File: config.mk
export PLATFORM = sky130hd
export DESIGN_NAME = traffic_light_monitor
export DESIGN_NICKNAME = d
export VERILOG_FILES = /design/src/rtl/traffic_light_monitor.sv
export SDC_FILE = /design/constraint.sdc
export NUM_CORES = 1
export LEC_CHECK = 0
export ABC_AREA = 1
export CAP_MARGIN = 20
export CORE_UTILIZATION = 50
export CTS_BUF_LIST = sky130_fd_sc_hd__clkbuf_2 sky130_fd_sc_hd__clkbuf_4 sky130_fd_sc_hd__clkbuf_8
export DETAILED_ROUTE_END_ITERATION = 10
export DONT_BUFFER_PORTS = 1
export GPL_TIMING_DRIVEN = 1
export PLACE_DENSITY = 0.74
export SETUP_SLACK_MARGIN = 0.1
export SLEW_MARGIN = 25
export SYNTH_ARGS = -nofsm -noshare
export SYNTH_HDL_FRONTEND = slang
export SYNTH_SLANG_ARGS = --single-unit
File: constraint.sdc
create_clock -name clk_in -period 2 [get_ports clk_in]
set_input_delay 0.3 -clock clk_in [delete_from_list [all_inputs] [get_ports clk_in]]
set_output_delay 0.3 -clock clk_in [all_outputs]
set_load 0.01 [all_outputs]
File: src/rtl/traffic_light_monitor.sv
// traffic_light_monitor: observes the crossroad lamp/7-seg interface, decodes phase and digit,
// and checks phase order and phase durations against the expected tick counts.
// Optional: define SEG_CHECK_EN to enable 7-seg plausibility checking on err_seg.
module traffic_light_monitor #(
    parameter int unsigned DIVISOR    = 125000000,
    parameter int unsigned GREEN_SEC  = 7,
    parameter int unsigned YELLOW_SEC = 2,
    parameter int unsigned TOL        = 1
) (
    input  logic       clk_in,
    input  logic       rst,
    input  logic [2:0] led1,
    input  logic [2:0] led2,
    input  logic [6:0] seg_in,
    input  logic       clr,
    output logic [1:0] phase,
    output logic       phase_valid,
    output logic [3:0] digit,
    output logic [7:0] cycle_count,
    output logic [7:0] last_dur,
    output logic       err_code,
    output logic       err_seq,
    output logic       err_time,
    output logic       err_seg,
    output logic       fault
);

    localparam int unsigned    PW        = (DIVISOR > 1) ? $clog2(DIVISOR) : 1;
    localparam logic [PW-1:0]  PRESC_MAX = PW'(DIVISOR - 1);
    localparam logic [2:0]     LAMP_RED  = 3'b100;
    localparam logic [2:0]     LAMP_GRN  = 3'b010;
    localparam logic [2:0]     LAMP_YEL  = 3'b110;
    localparam logic signed [8:0] GREEN_S  = 9'(GREEN_SEC);
    localparam logic signed [8:0] YELLOW_S = 9'(YELLOW_SEC);
    localparam logic signed [8:0] TOL_S    = 9'(TOL);

    typedef enum logic [0:0] {StSync, StTrack} state_e;

    logic [2:0]       led1_q, led2_q;
    logic [6:0]       seg_q;
    logic [PW-1:0]    presc_q;
    logic             tick;
    state_e           state_q, state_d;
    logic [7:0]       dur_q, dur_d;
    logic             first_q, first_d;
    logic [1:0]       phase_d;
    logic             valid_d;
    logic [7:0]       cycle_count_d, last_dur_d;
    logic             err_code_d, err_seq_d, err_time_d;
    logic             set_code, set_seq, set_time;
    logic             pair_legal;
    logic [1:0]       pair_phase;
    logic [3:0]       dig_dec;
    logic signed [8:0] exp_dur, dur_diff;
    logic             time_bad;

    assign tick = (presc_q == PRESC_MAX);

    // Stage 1 input sampling and the free-running tick prescaler
    always_ff @(posedge clk_in) begin
        if (rst) begin
            led1_q  <= '0;
            led2_q  <= '0;
            seg_q   <= '0;
            presc_q <= '0;
        end else begin
            led1_q  <= led1;
            led2_q  <= led2;
            seg_q   <= seg_in;
            presc_q <= tick ? '0 : presc_q + 1'b1;
        end
    end

    // Decode the sampled lamp pair into a phase; anything outside the four legal pairs is illegal
    always_comb begin
        pair_legal = 1'b1;
        pair_phase = 2'd0;
        case ({led1_q, led2_q})
            {LAMP_GRN, LAMP_RED}: pair_phase = 2'd0;
            {LAMP_YEL, LAMP_RED}: pair_phase = 2'd1;
            {LAMP_RED, LAMP_GRN}: pair_phase = 2'd2;
            {LAMP_RED, LAMP_YEL}: pair_phase = 2'd3;
            default:              pair_legal = 1'b0;
        endcase
    end

    // Active-low 7-seg decode; blank reads as 15, unknown patterns as 14
    always_comb begin
        case (seg_q)
            7'b1000000: dig_dec = 4'd0;
            7'b1111001: dig_dec = 4'd1;
            7'b0100100: dig_dec = 4'd2;
            7'b0110000: dig_dec = 4'd3;
            7'b0011001: dig_dec = 4'd4;
            7'b0010010: dig_dec = 4'd5;
            7'b0000010: dig_dec = 4'd6;
            7'b1111000: dig_dec = 4'd7;
            7'b0000000: dig_dec = 4'd8;
            7'b0010000: dig_dec = 4'd9;
            7'b1111111: dig_dec = 4'd15;
            default:    dig_dec = 4'd14;
        endcase
    end

    // Duration window check for the phase that is ending; 9-bit signed so nothing wraps
    always_comb begin
        exp_dur  = phase[0] ? YELLOW_S : GREEN_S;
        dur_diff = $signed({1'b0, dur_q}) - exp_dur;
        time_bad = (dur_diff > TOL_S) || (dur_diff < -TOL_S);
    end

    // Stage 2 FSM next state, tracking counters and sticky error flags
    always_comb begin
        state_d       = state_q;
        phase_d       = phase;
        valid_d       = phase_valid;
        dur_d         = dur_q;
        first_d       = first_q;
        last_dur_d    = last_dur;
        cycle_count_d = cycle_count;
        set_code      = 1'b0;
        set_seq       = 1'b0;
        set_time      = 1'b0;
        unique case (state_q)
            StSync: begin
                if (pair_legal) begin
                    state_d = StTrack;
                    phase_d = pair_phase;
                    valid_d = 1'b1;
                    dur_d   = '0;
                    first_d = 1'b1;
                end
            end
            StTrack: begin
                if (!pair_legal) begin
                    set_code = 1'b1;
                    valid_d  = 1'b0;
                    state_d  = StSync;
                end else if (pair_phase != phase) begin
                    // Tick in the change cycle is dropped: the new phase starts at 0
                    phase_d    = pair_phase;
                    last_dur_d = dur_q;
                    dur_d      = '0;
                    first_d    = 1'b0;
                    set_seq    = (pair_phase != phase + 2'd1);
                    set_time   = !first_q && time_bad;
                    if (phase == 2'd3 && pair_phase == 2'd0 && cycle_count != 8'hff) begin
                        cycle_count_d = cycle_count + 8'd1;
                    end
                end else if (tick && dur_q != 8'hff) begin
                    dur_d = dur_q + 8'd1;
                end
            end
            default: state_d = StSync;
        endcase
        // clr resyncs, but an error raised in the same cycle still lands
        if (clr) begin
            state_d = StSync;
            valid_d = 1'b0;
        end
        err_code_d = (err_code & ~clr) | set_code;
        err_seq_d  = (err_seq  & ~clr) | set_seq;
        err_time_d = (err_time & ~clr) | set_time;
    end

    // Stage 2 registers
    always_ff @(posedge clk_in) begin
        if (rst) begin
            state_q     <= StSync;
            phase       <= '0;
            phase_valid <= 1'b0;
            digit       <= 4'd15;
            dur_q       <= '0;
            first_q     <= 1'b0;
            last_dur    <= '0;
            cycle_count <= '0;
            err_code    <= 1'b0;
            err_seq     <= 1'b0;
            err_time    <= 1'b0;
        end else begin
            state_q     <= state_d;
            phase       <= phase_d;
            phase_valid <= valid_d;
            digit       <= dig_dec;
            dur_q       <= dur_d;
            first_q     <= first_d;
            last_dur    <= last_dur_d;
            cycle_count <= cycle_count_d;
            err_code    <= err_code_d;
            err_seq     <= err_seq_d;
            err_time    <= err_time_d;
        end
    end

`ifdef SEG_CHECK_EN
    logic err_seg_q;
    logic set_seg;

    // Blank/invalid digits, or a count-up within one phase, are display faults while tracking
    always_comb begin
        set_seg = 1'b0;
        if (state_q == StTrack) begin
            if (dig_dec >= 4'd14) begin
                set_seg = 1'b1;
            end else if (pair_legal && pair_phase == phase && dig_dec > digit) begin
                set_seg = 1'b1;
            end
        end
    end

    // Sticky display-fault flag
    always_ff @(posedge clk_in) begin
        if (rst) begin
            err_seg_q <= 1'b0;
        end else begin
            err_seg_q <= (err_seg_q & ~clr) | set_seg;
        end
    end

    assign err_seg = err_seg_q;
`else
    assign err_seg = 1'b0;
`endif

    assign fault = err_code | err_seq | err_time | err_seg;

endmodule

==> tab_implementation.tex <==
% Table of physical implementation metrics
\begin{tabular}{lr}
\hline
Metric & Value \\
\hline
\multicolumn{2}{l}{\textbf{Clock tree}} \\
Clock transition at the registers of the reported paths & 0.08 ns \\
\multicolumn{2}{l}{\textbf{Setup path}} \\
Cell type group with the largest total delay on the critical path & simple AND/OR/NAND/NOR gates \\
Kind of end point of the critical path & flop \\
Register-to-register setup slack & 0.22 ns \\
Worst endpoint data arrival time & 2.06 ns \\
\multicolumn{2}{l}{\textbf{Final timing}} \\
Share of the cycle needed by the critical path after routing & 0.888 \\
Least setup slack across all paths after layout & 0.223 ns \\
Transition at the pin with the smallest max-transition slack & 0.916 ns \\
\multicolumn{2}{l}{\textbf{Cells and area}} \\
Count of plain and timing-repair buffers in the layout & 19 \\
Tally of filler cells in the layout & 741 \\
Number of inserted diodes & 0 \\
\multicolumn{2}{l}{\textbf{Synthesis}} \\
Yosys Instances & 577 \\
Top cells, area & sky130\_fd\_sc\_hd\_\_dfxtp\_1 38\%, sky130\_fd\_sc\_hd\_\_nand2\_1 10\%, sky130\_fd\_sc\_hd\_\_nor2\_1 8.4\%, sky130\_fd\_sc\_hd\_\_inv\_1 6.9\%, sky130\_fd\_sc\_hd\_\_nand3\_1 5.2\% \\
\multicolumn{2}{l}{\textbf{Pwr}} \\
Peak supply drop & 0.336 mV \\
\multicolumn{2}{l}{\textbf{Route}} \\
Vias per cell & 5.11 \\
\multicolumn{2}{l}{\textbf{Die}} \\
Std-Cell Rows & 32 \\
\multicolumn{2}{l}{\textbf{Status}} \\
Run status & finished, final reports clean \\
\multicolumn{2}{l}{\textbf{Min path}} \\
Start point of the worst min-delay path & led1[2] \\
\multicolumn{2}{l}{\textbf{Global route}} \\
Initial antenna violation count & 0 \\
\multicolumn{2}{l}{\textbf{Placement}} \\
Hpwl dp & 6230 um \\
\hline
\end{tabular}
report_power, final:
part	internal (mW)	total, mW	switching, mW
logic	0.0624	0.169	0.107
registers	1.54	1.57	0.0299
clock network	0.472	1.11	0.642
total	2.08	2.86	0.779
what timing repair did:
action	4_1_cts	5_1_grt
hold endpoints to repair	26	0
buffers inserted	0	8
hold buffers	1	0
gates resized	0	13
setup endpoints to repair	0	19
worst min-delay path by stage:
| stage | cells after the start | endpoint |
|---|---|---|
| final | 2 | led1_q[2]$_SDFF_PP0_ |
| after global routing | 2 | seg_q[5]$_SDFF_PP0_ |
| after floorplan | 2 | led1_q[0]$_SDFF_PP0_ |
| after detailed placement | 1 | phase[1]$_SDFFE_PP0P_ |
| after global placement | 1 | cycle_count[2]$_SDFFE_PP0P_ |
| after CTS | 2 | seg_q[0]$_SDFF_PP0_ |
**Placement density heat map**

Scale: 4 px per um. 9 x 9 tiles, from white (low) to dark blue (high), 0 to 100% covered.
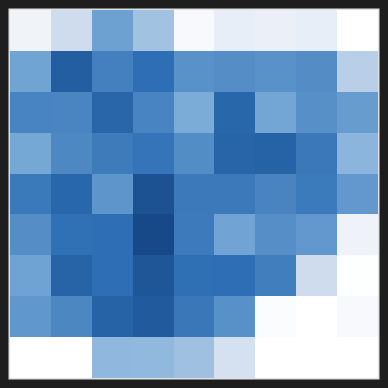
emptiest ninth of the die = south-east
nearly empty tiles = 11%
mean over tiles = 51%
densest ninth of the die = center
area of the core region: 7770 um2
Layout Utilization: 0.573
starting utilization of the core area: 0.521

**Metal layers overlaid**

Scale: 4 px per um.
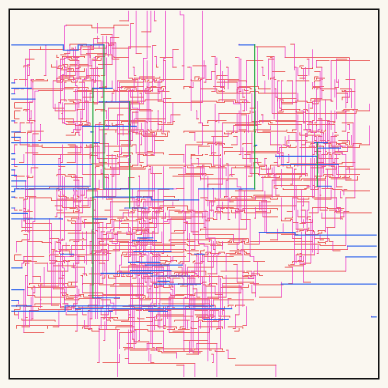
magenta -> metal 2  # wire length 4020 um
blue -> metal 3  # wire length 573 um
red -> metal 1  # wire length 3810 um
green -> metal 4  # wire length 162 um
final wirelength: 8570 um
overall via count from detail_route: 3581
detail-routed net length per standard cell: 12.2 um
Total GRT Usage: 0.215

**The metal 4 layer**

Scale: 6 px per um. Supply wires on this layer in gray. Cells faint in the background.
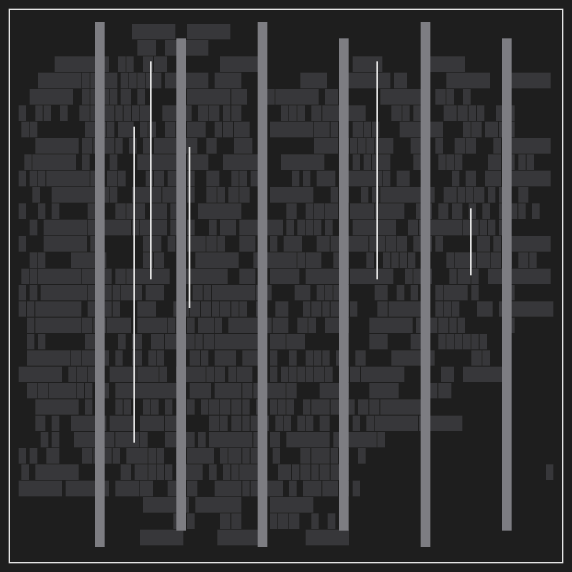
wire length on this layer = 162 um
share of all routed wire = 1.9%

**Clock wiring as the flow saved it**

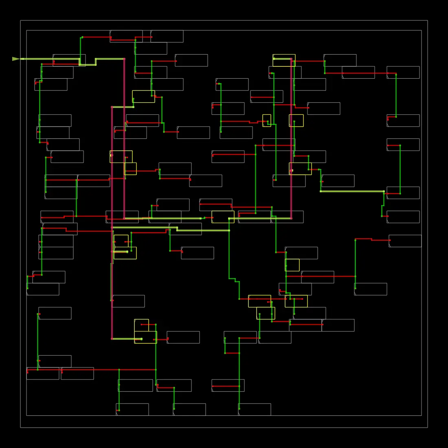
flip-flops: 76
Final Skew: 0.00690 ns
clock network latency to the later pin of the worst-skew pair: 0.36 ns
CTS sink count: 76

**Sequential cells grouped by signal name**

Scale: 4 px per um. Other sequential cells in the stronger gray, the rest of the logic in the fainter gray.
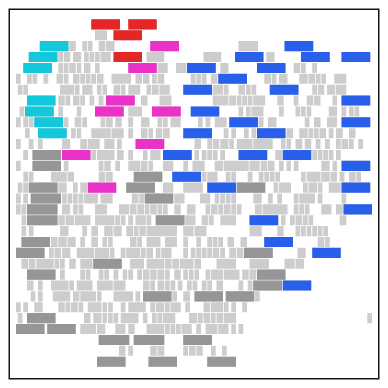
red -> digit  # sequential cells 4
cyan -> seg_q  # sequential cells 7, where north-west
magenta -> cycle_count  # sequential cells 8
blue -> presc_q  # sequential cells 27
Register Area: 1530 um2
flop share of the area: 0.343
power in sequential cells: 1.57 mW

No activity file was given, so power comes from the tool's default toggle rates.
